## src/rtl/alu_seq_ctrl.sv

```systemverilog
// Switch-bus sequencer for the board ALU: loads A, then B, then the opcode, waits
// ALU_LAT settle cycles, then captures the result and status flags.
module alu_seq_ctrl #(
  parameter int ALU_LAT = 1,
  parameter int CNT_W   = 8
) (
  input  logic             clk,
  input  logic             rst,
  input  logic [31:0]      sw,
  input  logic             btn_a,
  input  logic             btn_b,
  input  logic             btn_go,
  output logic [31:0]      alu_a,
  output logic [31:0]      alu_b,
  output logic [3:0]       alu_op,
  input  logic [31:0]      alu_out,
  input  logic [3:0]       alu_flags,
  output logic [31:0]      result,
  output logic [3:0]       flags,
  output logic             busy,
  output logic             done,
  output logic             seq_err,
  output logic [CNT_W-1:0] op_cnt
);

  typedef enum logic [1:0] {S_IDLE, S_HAVE_A, S_HAVE_B, S_EXEC} state_t;

  localparam logic [4:0] LAT_M1 = 5'(ALU_LAT - 1);

  state_t           r_state, w_nxt;
  logic             r_ha, r_hb, r_hg;
  logic [4:0]       r_ecnt;
  logic [31:0]      r_alu_a, r_alu_b, r_result;
  logic [3:0]       r_alu_op, r_flags;
  logic             r_busy, r_done, r_seq_err;
  logic [CNT_W-1:0] r_op_cnt;

  logic w_rb, w_ea, w_eb, w_eg;
  logic w_ld_a, w_ld_b, w_go, w_cap, w_set_err;

  // Rising edges, a > b > go; lower-priority edges in the same cycle are dropped.
  assign w_rb = btn_b & ~r_hb;
  assign w_ea = btn_a & ~r_ha;
  assign w_eb = w_rb & ~w_ea;
  assign w_eg = btn_go & ~r_hg & ~w_ea & ~w_rb;

  always_ff @(posedge clk) begin
    if (rst) r_state <= S_IDLE;
    else     r_state <= w_nxt;
  end

  always_comb begin
    w_nxt = r_state;
    case (r_state)
      S_IDLE:   if (w_ea) w_nxt = S_HAVE_A;
      S_HAVE_A: if (w_eb) w_nxt = S_HAVE_B;
      S_HAVE_B: begin
        if (w_ea)      w_nxt = S_HAVE_A;
        else if (w_eg) w_nxt = S_EXEC;
      end
      S_EXEC:   if (r_ecnt == 5'd0) w_nxt = S_HAVE_B;
      default:  w_nxt = S_IDLE;
    endcase
  end

  always_comb begin
    w_ld_a    = w_ea && (r_state != S_EXEC);
    w_ld_b    = w_eb && ((r_state == S_HAVE_A) || (r_state == S_HAVE_B));
    w_go      = w_eg && (r_state == S_HAVE_B);
    w_cap     = (r_state == S_EXEC) && (r_ecnt == 5'd0);
    w_set_err = ((r_state == S_IDLE) && (w_eb || w_eg)) ||
                ((r_state == S_HAVE_A) && w_eg);
  end

  // Histories load the live button level in reset so a held button is not an edge.
  always_ff @(posedge clk) begin
    if (rst) begin
      r_ha      <= btn_a;
      r_hb      <= btn_b;
      r_hg      <= btn_go;
      r_ecnt    <= '0;
      r_alu_a   <= '0;
      r_alu_b   <= '0;
      r_alu_op  <= '0;
      r_result  <= '0;
      r_flags   <= '0;
      r_op_cnt  <= '0;
      r_busy    <= 1'b0;
      r_done    <= 1'b0;
      r_seq_err <= 1'b0;
    end else begin
      r_ha   <= btn_a;
      r_hb   <= btn_b;
      r_hg   <= btn_go;
      r_busy <= (w_nxt == S_EXEC);
      r_done <= w_cap;
      if (w_ld_a) r_alu_a <= sw;
      if (w_ld_b) r_alu_b <= sw;
      if (w_go) begin
        r_alu_op <= sw[3:0];
        r_ecnt   <= LAT_M1;
      end else if ((r_state == S_EXEC) && (r_ecnt != 5'd0)) begin
        r_ecnt <= r_ecnt - 5'd1;
      end
      if (w_cap) begin
        r_result <= alu_out;
        r_flags  <= alu_flags;
        r_op_cnt <= r_op_cnt + 1'b1;
      end
      if (w_ld_a)         r_seq_err <= 1'b0;
      else if (w_set_err) r_seq_err <= 1'b1;
    end
  end

  assign alu_a   = r_alu_a;
  assign alu_b   = r_alu_b;
  assign alu_op  = r_alu_op;
  assign result  = r_result;
  assign flags   = r_flags;
  assign busy    = r_busy;
  assign done    = r_done;
  assign seq_err = r_seq_err;
  assign op_cnt  = r_op_cnt;

endmodule

```

## config.mk

```make
export PLATFORM = sky130hd
export DESIGN_NAME = alu_seq_ctrl
export DESIGN_NICKNAME = d
export VERILOG_FILES = /design/src/rtl/alu_seq_ctrl.sv
export SDC_FILE = /design/constraint.sdc
export NUM_CORES = 1
export LEC_CHECK = 0
export CORE_MARGIN = 2
export CORE_UTILIZATION = 48
export CTS_BUF_LIST = sky130_fd_sc_hd__clkbuf_2
export DETAILED_ROUTE_END_ITERATION = 6
export PLACE_DENSITY = 0.95
export REMOVE_ABC_BUFFERS = 1
export SLEW_MARGIN = 10
export SYNTH_ARGS = -nofsm -noshare
export SYNTH_HDL_FRONTEND = slang
export SYNTH_SLANG_ARGS = --single-unit
```

## constraint.sdc

```tcl
create_clock -name clk -period 2.68 [get_ports clk]
set_input_delay 0.536 -clock clk [delete_from_list [all_inputs] [get_ports clk]]
set_output_delay 0.536 -clock clk [all_outputs]
set_load 0.02 [all_outputs]
```

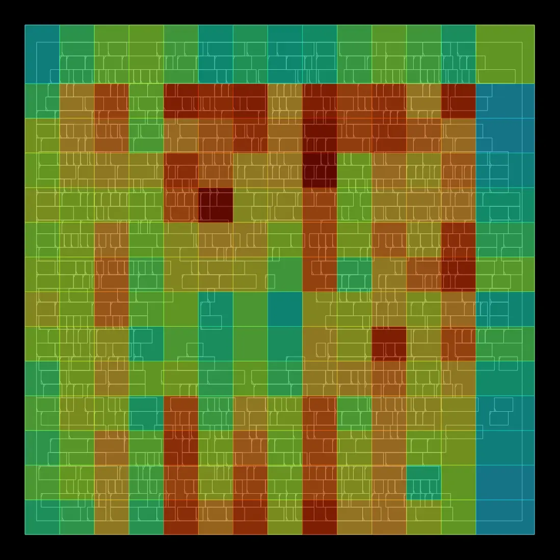
Figure 1: run 1, routing congestion.
All-Layer GR Usage: 24.7%
busiest metal layer after global routing: met2
share of the core filled with cells: 72.8%
met3 Track Usage GR: 6.28%

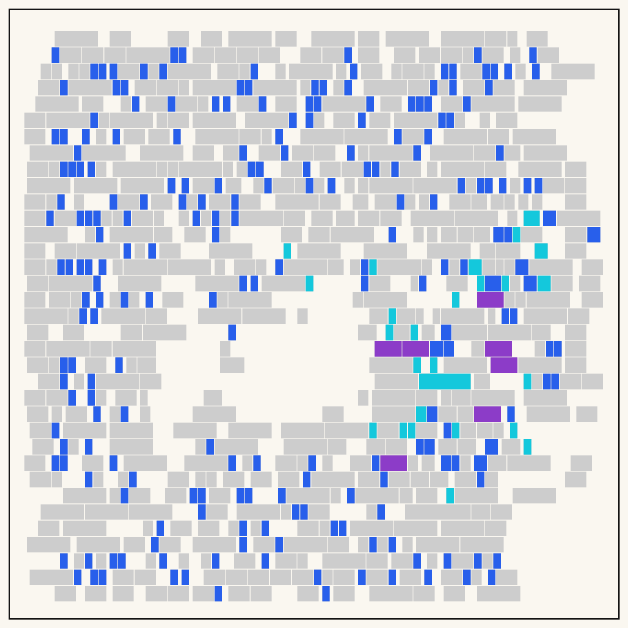
Figure 2: run 1, logic cells by family.
Drawn at 6 px/µm.
nand cells: drawn in blue, cells 222, where spread over the die. nor cells: drawn in cyan, cells 26. fa/ha/maj cells: drawn in purple, cells 7, where middle right.

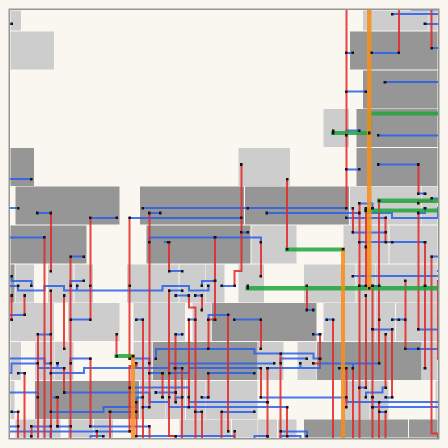
Figure 3: run 1, a small window of the routed layout.
Window x 36 to 66, y 15 to 45 µm. Cells in grey, sequential cells in the stronger grey; small squares are vias.
M1: drawn in blue. M3: drawn in green. M4: drawn in orange. M2: drawn in red.
Sequential cells in the window: 13. 51 logic cells have their middle in the window. Netlist names of flops here include `result` (6), `op_cnt` (3), `r_ecnt` (3). Most frequent: nand2_1 (13), dfxtp_1 (13), clkdlybuf4s50_1 (11).

==> run 1: area by class of cell <==
cell class,instances,area (µm²)
multi-input cells,394,1880
repair buffers,194,1920
clock buffers,18,90.1
fillers,669,2500
flip-flops and latches,125,2500
inverters,5,18.8
clock inverters,14,136
well taps,111,139
==> run 1: sequential cells by signal, indices dropped and copies added, names as in the netlist <==
name and cells:
alu_b 32, r_hb 1, alu_a 32, alu_op 4, flags 4, r_ha 1, seq_err 1, busy 1
r_ecnt 5, done 1, r_hg 1, result 32, op_cnt 8, r_state 2
==> run 1: through the flow <==
stage                     hold slack (ns)  utilization, %
final                               0.296            72.8
after global placement              0.441            70.3
after floorplan                     0.484               -
after global routing                0.251            72.8
after CTS                           0.274            72.8
after detailed placement            0.446            70.3
==> run 1: cell usage after synthesis, types with 3 or more instances <==
master    number  share of area, %
nor2_1        21               1.7
inv_1          5              0.41
mux2i_1        4              0.88
dfxtp_1      125                55
buf_2          6              0.66
nand4_1        4              0.55
nand2b_1       3              0.41
o21ai_0        3              0.33
and3_1         3              0.41
a21oi_1      106                12
ha_1           7               1.9
nand3_1        6              0.66
and2_1         3              0.41
clkbuf_1      29               2.4
nand2_1      208                17
xor2_1         8               1.5
==> run 1: metal layers <==
metal | track usage [%] | wire length [µm]
met1 | 27.6 | 4960
met3 | 6.28 | 746
met2 | 44.4 | 6680
met4 | 10.5 | 407
met5 | 0 | 0
==> run 1: power by group through the flow <==
stage | registers (W) | clock network [W] | logic, W
detailed placement | 0.00196 | 0 | 0.000380
floorplan | 0.00201 | 0 | 0.0000865
CTS | 0.00193 | 0.00113 | 0.000382
finish | 0.00193 | 0.00111 | 0.000383
global route | 0.00193 | 0.00121 | 0.000412
global placement | 0.00196 | 0 | 0.000369
==> out/summary.txt, run 1 <==
HPWL reported at the end of detailed placement: 9.27 mm
min Tclk post-route: 2.29 ns
setup slack on the worst flop-to-flop path: 0.70 ns
maximum clock frequency: 0.436 GHz
count of maximum capacitance violations: 0
Worst EP required: 2.14 ns
number of standard cells after synthesis: 561
depth of the critical timing path with buffers and inverters included: 1
Chip Footprint: 0.0103 mm²
power per cell area: 511 mW/mm²
initial antenna violation count: 0
Crit Reg-Reg Startpoint: r_state[1]$_SDFF_PP0_
Switching Power: 0.000969 W
first-pass GRT wire length: 20.0 mm
number of buffers inserted to repair setup after CTS: 0
combined buffer and inverter count along the critical path: 1
status: complete, no violations
number of unique standard cell types used by synthesis: 33
Seq/Total Area, Yosys: 55.0%
Clock Pin Slew Worst Setup and Hold Paths: 0.21 ns
power share of the clock group: 32.5%
maximum number of pins on one net before global-route repair: 46
adder and majority gate portion of the synthesized area: 1.93%
final cell count without fillers: 861
count of hold-fix buffers inserted at cts: 0
hold crit path type: input port to flop
HP Start: rst
count of port buffers added during placement: 187
slowest stage cell on the critical path: clkdlybuf4s50_1
root buffer selected by CTS: clkbuf_2
capturing point of the worst reg2reg path: alu_a[9]$_SDFFE_PP0P_
post-DR wirelength/cell: 14.9 µm
cts repair resizes: 0
Worst path max stage delay: 0.67 ns
combinational share of power: 11.2%
Worst Setup Slack post-DPL: 0.416 ns
Area Growth Syn to Fin: 47.1%
==> run 1 -> run 2 <==
--- a/config.mk
+++ b/config.mk
@@ -5,7 +5,7 @@
 export SDC_FILE = /design/constraint.sdc
 export NUM_CORES = 1
 export LEC_CHECK = 0
-export CORE_MARGIN = 2
+export CORE_MARGIN = 5
 export CORE_UTILIZATION = 48
 export CTS_BUF_LIST = sky130_fd_sc_hd__clkbuf_2
 export DETAILED_ROUTE_END_ITERATION = 6
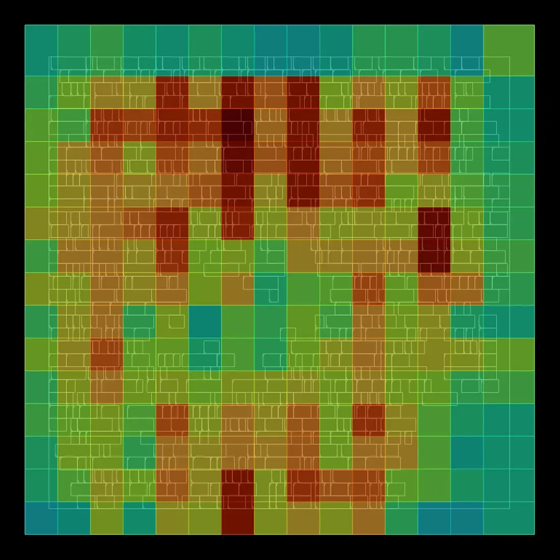
Figure 4: run 2, routing congestion.
All-Layer GR Usage: 23.4%
post-DR wirelength/cell: 15.4 µm
global routing met1 resource utilization: 23.7%

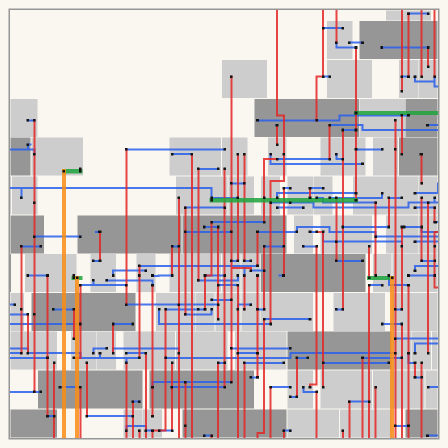
Figure 5: run 2, a small window of the routed layout.
Window x 39 to 69, y 17 to 47 µm. Cells in grey, sequential cells in the stronger grey; small squares are vias.
M1: drawn in blue. M4: drawn in orange. M2: drawn in red. M3: drawn in green.
Netlist names of flops here include `result` (6), `op_cnt` (2). Most frequent: clkdlybuf4s50_1 (17), nand2_1 (14), dfxtp_1 (10). Sequential cells in the window: 10. 66 logic cells have their middle in the window.

==> out/summary.txt, run 2 <==
critical path cell sequence: clkdlybuf4s50_1
largest fanout on the critical path: 5
initial antenna violation count: 0
number of buffers inserted to repair setup after CTS: 0
combined buffer and inverter count along the critical path: 1
status: complete, no violations
min Tclk post-route: 2.24 ns
count of instantiated cells in the yosys netlist: 561
maximum clock frequency: 0.446 GHz
number of standard cells after synthesis: 561
number of optimization iterations in the first detailed-route pass: 5
count of maximum capacitance violations: 0
Post-synth area hogs: dfxtp_1, nand2_1, a21oi_1
first-pass GRT wire length: 21.3 mm
number of unique standard cell types used by synthesis: 33
power per cell area: 517 mW/mm²
cts repair resizes: 0
most frequently placed logic cell in the final layout: nand2_1
root buffer selected by CTS: clkbuf_2
share of the core filled with cells: 73.3%
Clock Pin Slew Worst Setup and Hold Paths: 0.20 ns
number of violations reported at the end of detailed-routing iteration 0: 174
final worst path period share: 83.7%
final cell count without fillers: 881
vias in the first global route: 4455
hold crit path type: input port to flop
maximum number of pins on one net before global-route repair: 53
number of inserted filler cells in the final layout: 633
Seq/Total Area, Yosys: 55.0%
Worst EP required: 2.14 ns
top cells by count, synth: nand2_1, dfxtp_1, a21oi_1
# IOs: 188
Synth area leader: dfxtp_1
Worst path max stage delay: 0.65 ns
count of hold-fix buffers inserted at cts: 0
Worst Setup Slack post-DPL: 0.402 ns
adder and majority gate portion of the synthesized area: 1.93%
Hold Fails Final Rpt: 0
Tot Pwr: 0.00350 W
slowest stage cell on the critical path: clkdlybuf4s50_1
fraction of the mapped netlist area in simple logic gates: 23.3%
Chip Footprint: 0.0115 mm²
post-detailed-placement cell area: 0.00652 mm²
top comb family, area: simple AND/OR/NAND/NOR gates
worst-case setup margin in the final layout: 0.438 ns
overflow left after global routing: 0
Area Growth Syn to Fin: 48.8%
Dominant cell area share: 55.0%
height of the die: 107 µm
CTS tree: yes
final hold slack: 0.249 ns
arrival time at the worst endpoint: 1.71 ns
HPWL reported at the end of detailed placement: 9.91 mm
top-count cell post-synth: nand2_1
total cell area reported by yosys after synthesis: 0.00455 mm²
count of port buffers added during placement: 187
unrepaired setup endpoints after global routing: no
kind of end point of the critical path: output pin
startpoint-to-endpoint class of the critical path: flop to output pin
## run 2: netlist changes by cell type in the layout (fill, tap and decap cells not counted)
| cell | before | now |
|---|---|---|
| buf_12 | 0 | 2 |
| buf_4 | 8 | 7 |
| bufinv_16 | 1 | 2 |
| clkinv_4 | 2 | 3 |
| clkinvlp_4 | 4 | 2 |
| diode_2 | 0 | 1 |
| inv_6 | 5 | 6 |
| inv_8 | 1 | 0 |
## run 2: worst paths after layout
path,start,end,slack (ns),depth (start not counted)
hold reg to reg,flags[1]$_SDFFE_PP0P_,flags[1]$_SDFFE_PP0P_,0.47,2
setup reg to reg,r_state[0]$_SDFF_PP0_,alu_a[27]$_SDFFE_PP0P_,0.69,4
setup / recovery,op_cnt[2]$_SDFFE_PP0P_,op_cnt[2],0.44,1
hold / removal,rst,op_cnt[7]$_SDFFE_PP0P_,0.25,2
## run 2: per-layer routing
metal	track usage (%)	routed length, µm
met5	0	0
met2	42.5	7240
met3	7.68	802
met1	23.7	4970
met4	12.4	539
## run 2: final cells by class
class / count / area (µm²) / area share, %
flip-flops and latches: 125 / 2500 / 37.0
repair buffers: 195 / 1950 / 28.9
multi-input cells: 394 / 1880 / 27.8
well taps: 129 / 161 / 2.38
clock inverters: 14 / 158 / 2.33
clock buffers: 18 / 90.1 / 1.33
inverters: 5 / 18.8 / 0.277
diodes: 1 / 2.50 / 0.0370
## run 2: power breakdown
group / total (W) / leakage, nW / switching [W] / internal (W)
Clock: 0.00119 / 0.144 / 0.000735 / 0.000450
Combinational: 0.000389 / 1.27 / 0.000193 / 0.000197
Sequential: 0.00193 / 1.01 / 0.0000250 / 0.00190
Total: 0.00350 / 2.42 / 0.000953 / 0.00255
==> run 2 -> run 3 <==
--- a/config.mk
+++ b/config.mk
@@ -6,10 +6,10 @@
 export NUM_CORES = 1
 export LEC_CHECK = 0
 export CORE_MARGIN = 5
-export CORE_UTILIZATION = 48
+export CORE_UTILIZATION = 44
 export CTS_BUF_LIST = sky130_fd_sc_hd__clkbuf_2
 export DETAILED_ROUTE_END_ITERATION = 6
-export PLACE_DENSITY = 0.95
+export PLACE_DENSITY = 0.9
 export REMOVE_ABC_BUFFERS = 1
 export SLEW_MARGIN = 10
 export SYNTH_ARGS = -nofsm -noshare
==> constraint.sdc (replaced) <==
create_clock -name clk -period 2.16 [get_ports clk]
set_input_delay 0.432 -clock clk [delete_from_list [all_inputs] [get_ports clk]]
set_output_delay 0.432 -clock clk [all_outputs]
set_load 0.02 [all_outputs]
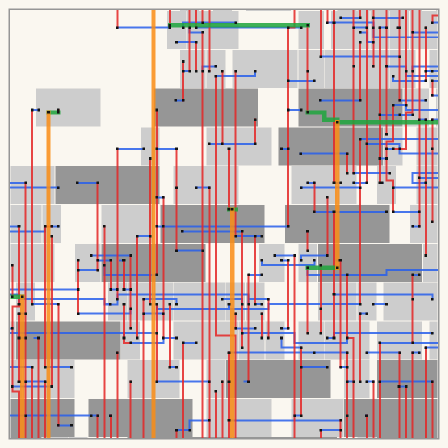
Figure 6: run 3, a small window of the routed layout.
Window x 41 to 71, y 19 to 49 µm. Cells in grey, sequential cells in the stronger grey; small squares are vias.

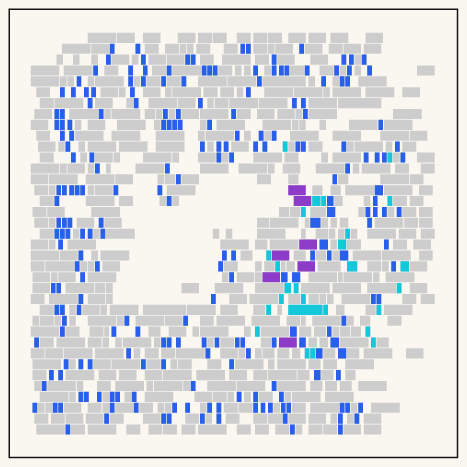
Figure 7: run 3, logic cells by family.
Drawn at 4 px/µm.
fa/ha/maj cells: drawn in purple, cells 7. nor cells: drawn in cyan, cells 26. nand cells: drawn in blue, cells 222, where spread over the die.

==> out/summary.txt, run 3 <==
Dominant cell area share: 55.0%
All-Layer GR Usage: 21.0%
largest fanout on the critical path: 2
Chip Footprint: 0.0125 mm²
global routing met1 resource utilization: 21.9%
arrival time at the worst endpoint: 1.62 ns
Worst path max stage delay: 0.61 ns
combinational share of power: 11.0%
number of violations reported at the end of detailed-routing iteration 0: 257
share of the core filled with cells: 68.8%
count of maximum capacitance violations: 0
root buffer selected by CTS: clkbuf_2
Worst EP required: 1.73 ns
min Tclk post-route: 2.05 ns
top cells by count, synth: nand2_1, dfxtp_1, a21oi_1
adder and majority gate portion of the synthesized area: 1.93%
most frequently placed logic cell in the final layout: nand2_1
Routed met1 length: 5.01 mm
HPWL reported at the end of detailed placement: 9.65 mm
maximum number of pins on one net before global-route repair: 59
startpoint-to-endpoint class of the critical path: flop to output pin
combined buffer and inverter count along the critical path: 1
final worst path period share: 95.0%
fraction of the mapped netlist area in simple logic gates: 23.3%
top routing layer used: met4
post-detailed-placement cell area: 0.00657 mm²
Routed met3 length: 792 µm
number of optimization iterations in the first detailed-route pass: 6
number of standard cells after synthesis: 561
number of buffers inserted to repair setup after CTS: 0
Tot Pwr: 0.00434 W
top comb family, area: simple AND/OR/NAND/NOR gates
met3 Track Usage GR: 6.74%
critical path cell sequence: clkdlybuf4s50_1
Switching Power: 0.00110 W
overflow left after global routing: 0
Synth area leader: dfxtp_1
mean instance size in the synthesized netlist: 8.11 µm²
number of nets in the layout: 822
first-pass GRT wire length: 21.4 mm
power share of the clock group: 33.9%
status: complete, no violations
hold crit path type: input port to flop
number of inserted filler cells in the final layout: 786
Post-synth area hogs: dfxtp_1, nand2_1, a21oi_1
kind of end point of the critical path: output pin
met2 wirelength from detailed routing: 7.32 mm
multi-input logic area: 0.00188 mm²
maximum clock frequency: 0.487 GHz
Global Route met2 Usage: 37.8%
Area Growth Syn to Fin: 54.1%
Seq/Total Area, Yosys: 55.0%
Clock Pin Slew Worst Setup and Hold Paths: 0.18 ns
CTS tree: yes
slowest stage cell on the critical path: clkdlybuf4s50_1
relative contribution of sequential cells to total power: 55.1%
initial antenna violation count: 1
switching power share of the total: 25.4%
number of unique standard cell types used by synthesis: 33
area taken by flip-flops and latches: 0.00250 mm²
Hold Fails Final Rpt: 0
height of the die: 112 µm
power per cell area: 619 mW/mm²
count of instantiated cells in the yosys netlist: 561
post-DR wirelength/cell: 15.1 µm
final cell count without fillers: 892
Internal Dissipation: 0.00324 W
-- run 3: cell families after synthesis --
| logic type | count (synthesis) |
|---|---|
| simple gates | 258 |
| flops | 125 |
| compound gates | 115 |
| buf+inv | 42 |
| xor+xnor | 10 |
| fa+ha+maj | 7 |
| mux | 4 |
-- run 3: layout make-up --
cell class              count  area share, %
diodes                      1         0.0357
clock buffers              19           1.36
clock inverters            13           2.12
inverters                   5          0.268
multi-input cells         394           26.9
flip-flops and latches    125           35.7
well taps                 136           2.43
repair buffers            199           31.2
-- run 3: final timing paths --
| check | from | to | slack [ns] | cells after the start |
|---|---|---|---|---|
| hold reg to reg | alu_b[29]$_SDFFE_PP0P_ | alu_b[29]$_SDFFE_PP0P_ | 0.47 | 2 |
| hold / removal | rst | result[11]$_SDFFE_PP0P_ | 0.09 | 2 |
| setup reg to reg | r_state[0]$_SDFF_PP0_ | alu_a[5]$_SDFFE_PP0P_ | 0.24 | 4 |
| setup / recovery | alu_a[1]$_SDFFE_PP0P_ | alu_a[1] | 0.11 | 1 |
-- run 3: metrics by stage --
step / worst slack, ns / hold WS, ns
CTS: 0.00198 / 0.0208
global placement: 0.140 / 0.440
global route: -0.000931 / 0.0126
detailed placement: 0.0844 / 0.446
finish: 0.109 / 0.0932
floorplan: -0.0963 / 0.460
-- run 3: power groups by stage --
stage	clock network (W)	logic (W)	registers, W
6_report	0.00147	0.000477	0.00239
4_1_cts	0.00152	0.000484	0.00239
5_1_grt	0.00163	0.000514	0.00240
3_3_place_gp	0	0.000469	0.00244
3_5_place_dp	0	0.000482	0.00244
2_1_floorplan	0	0.000107	0.00249
-- run 3: repair_timing --
item                                    4_1_cts  5_1_grt
endpoints found under the setup margin        9       81
gates resized                                 9       81
endpoints found under the hold margin         0        0

==> gallery <==
Signal metal coverage by tile.
picture 1
Drawn at 3 px/µm. The die is cut into 22 by 22 equal tiles; white is low, dark blue is high, scaled to the fullest tile. Values are wire area over tile area, all layers added.
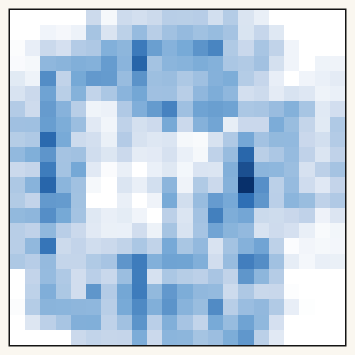
picture 2
Drawn at 3 px/µm. The die is cut into 21 by 21 equal tiles; white is low, dark blue is high, scaled to the fullest tile. Values are wire area over tile area, all layers added.
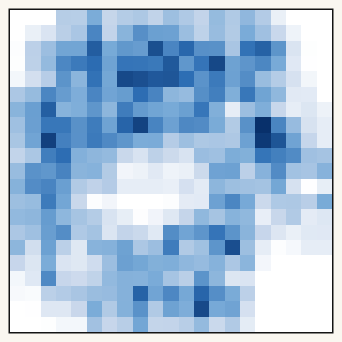
Picture 2 comes from run 2.
Picture 1 comes from run 3.

Power and IR drop assume default switching activity.
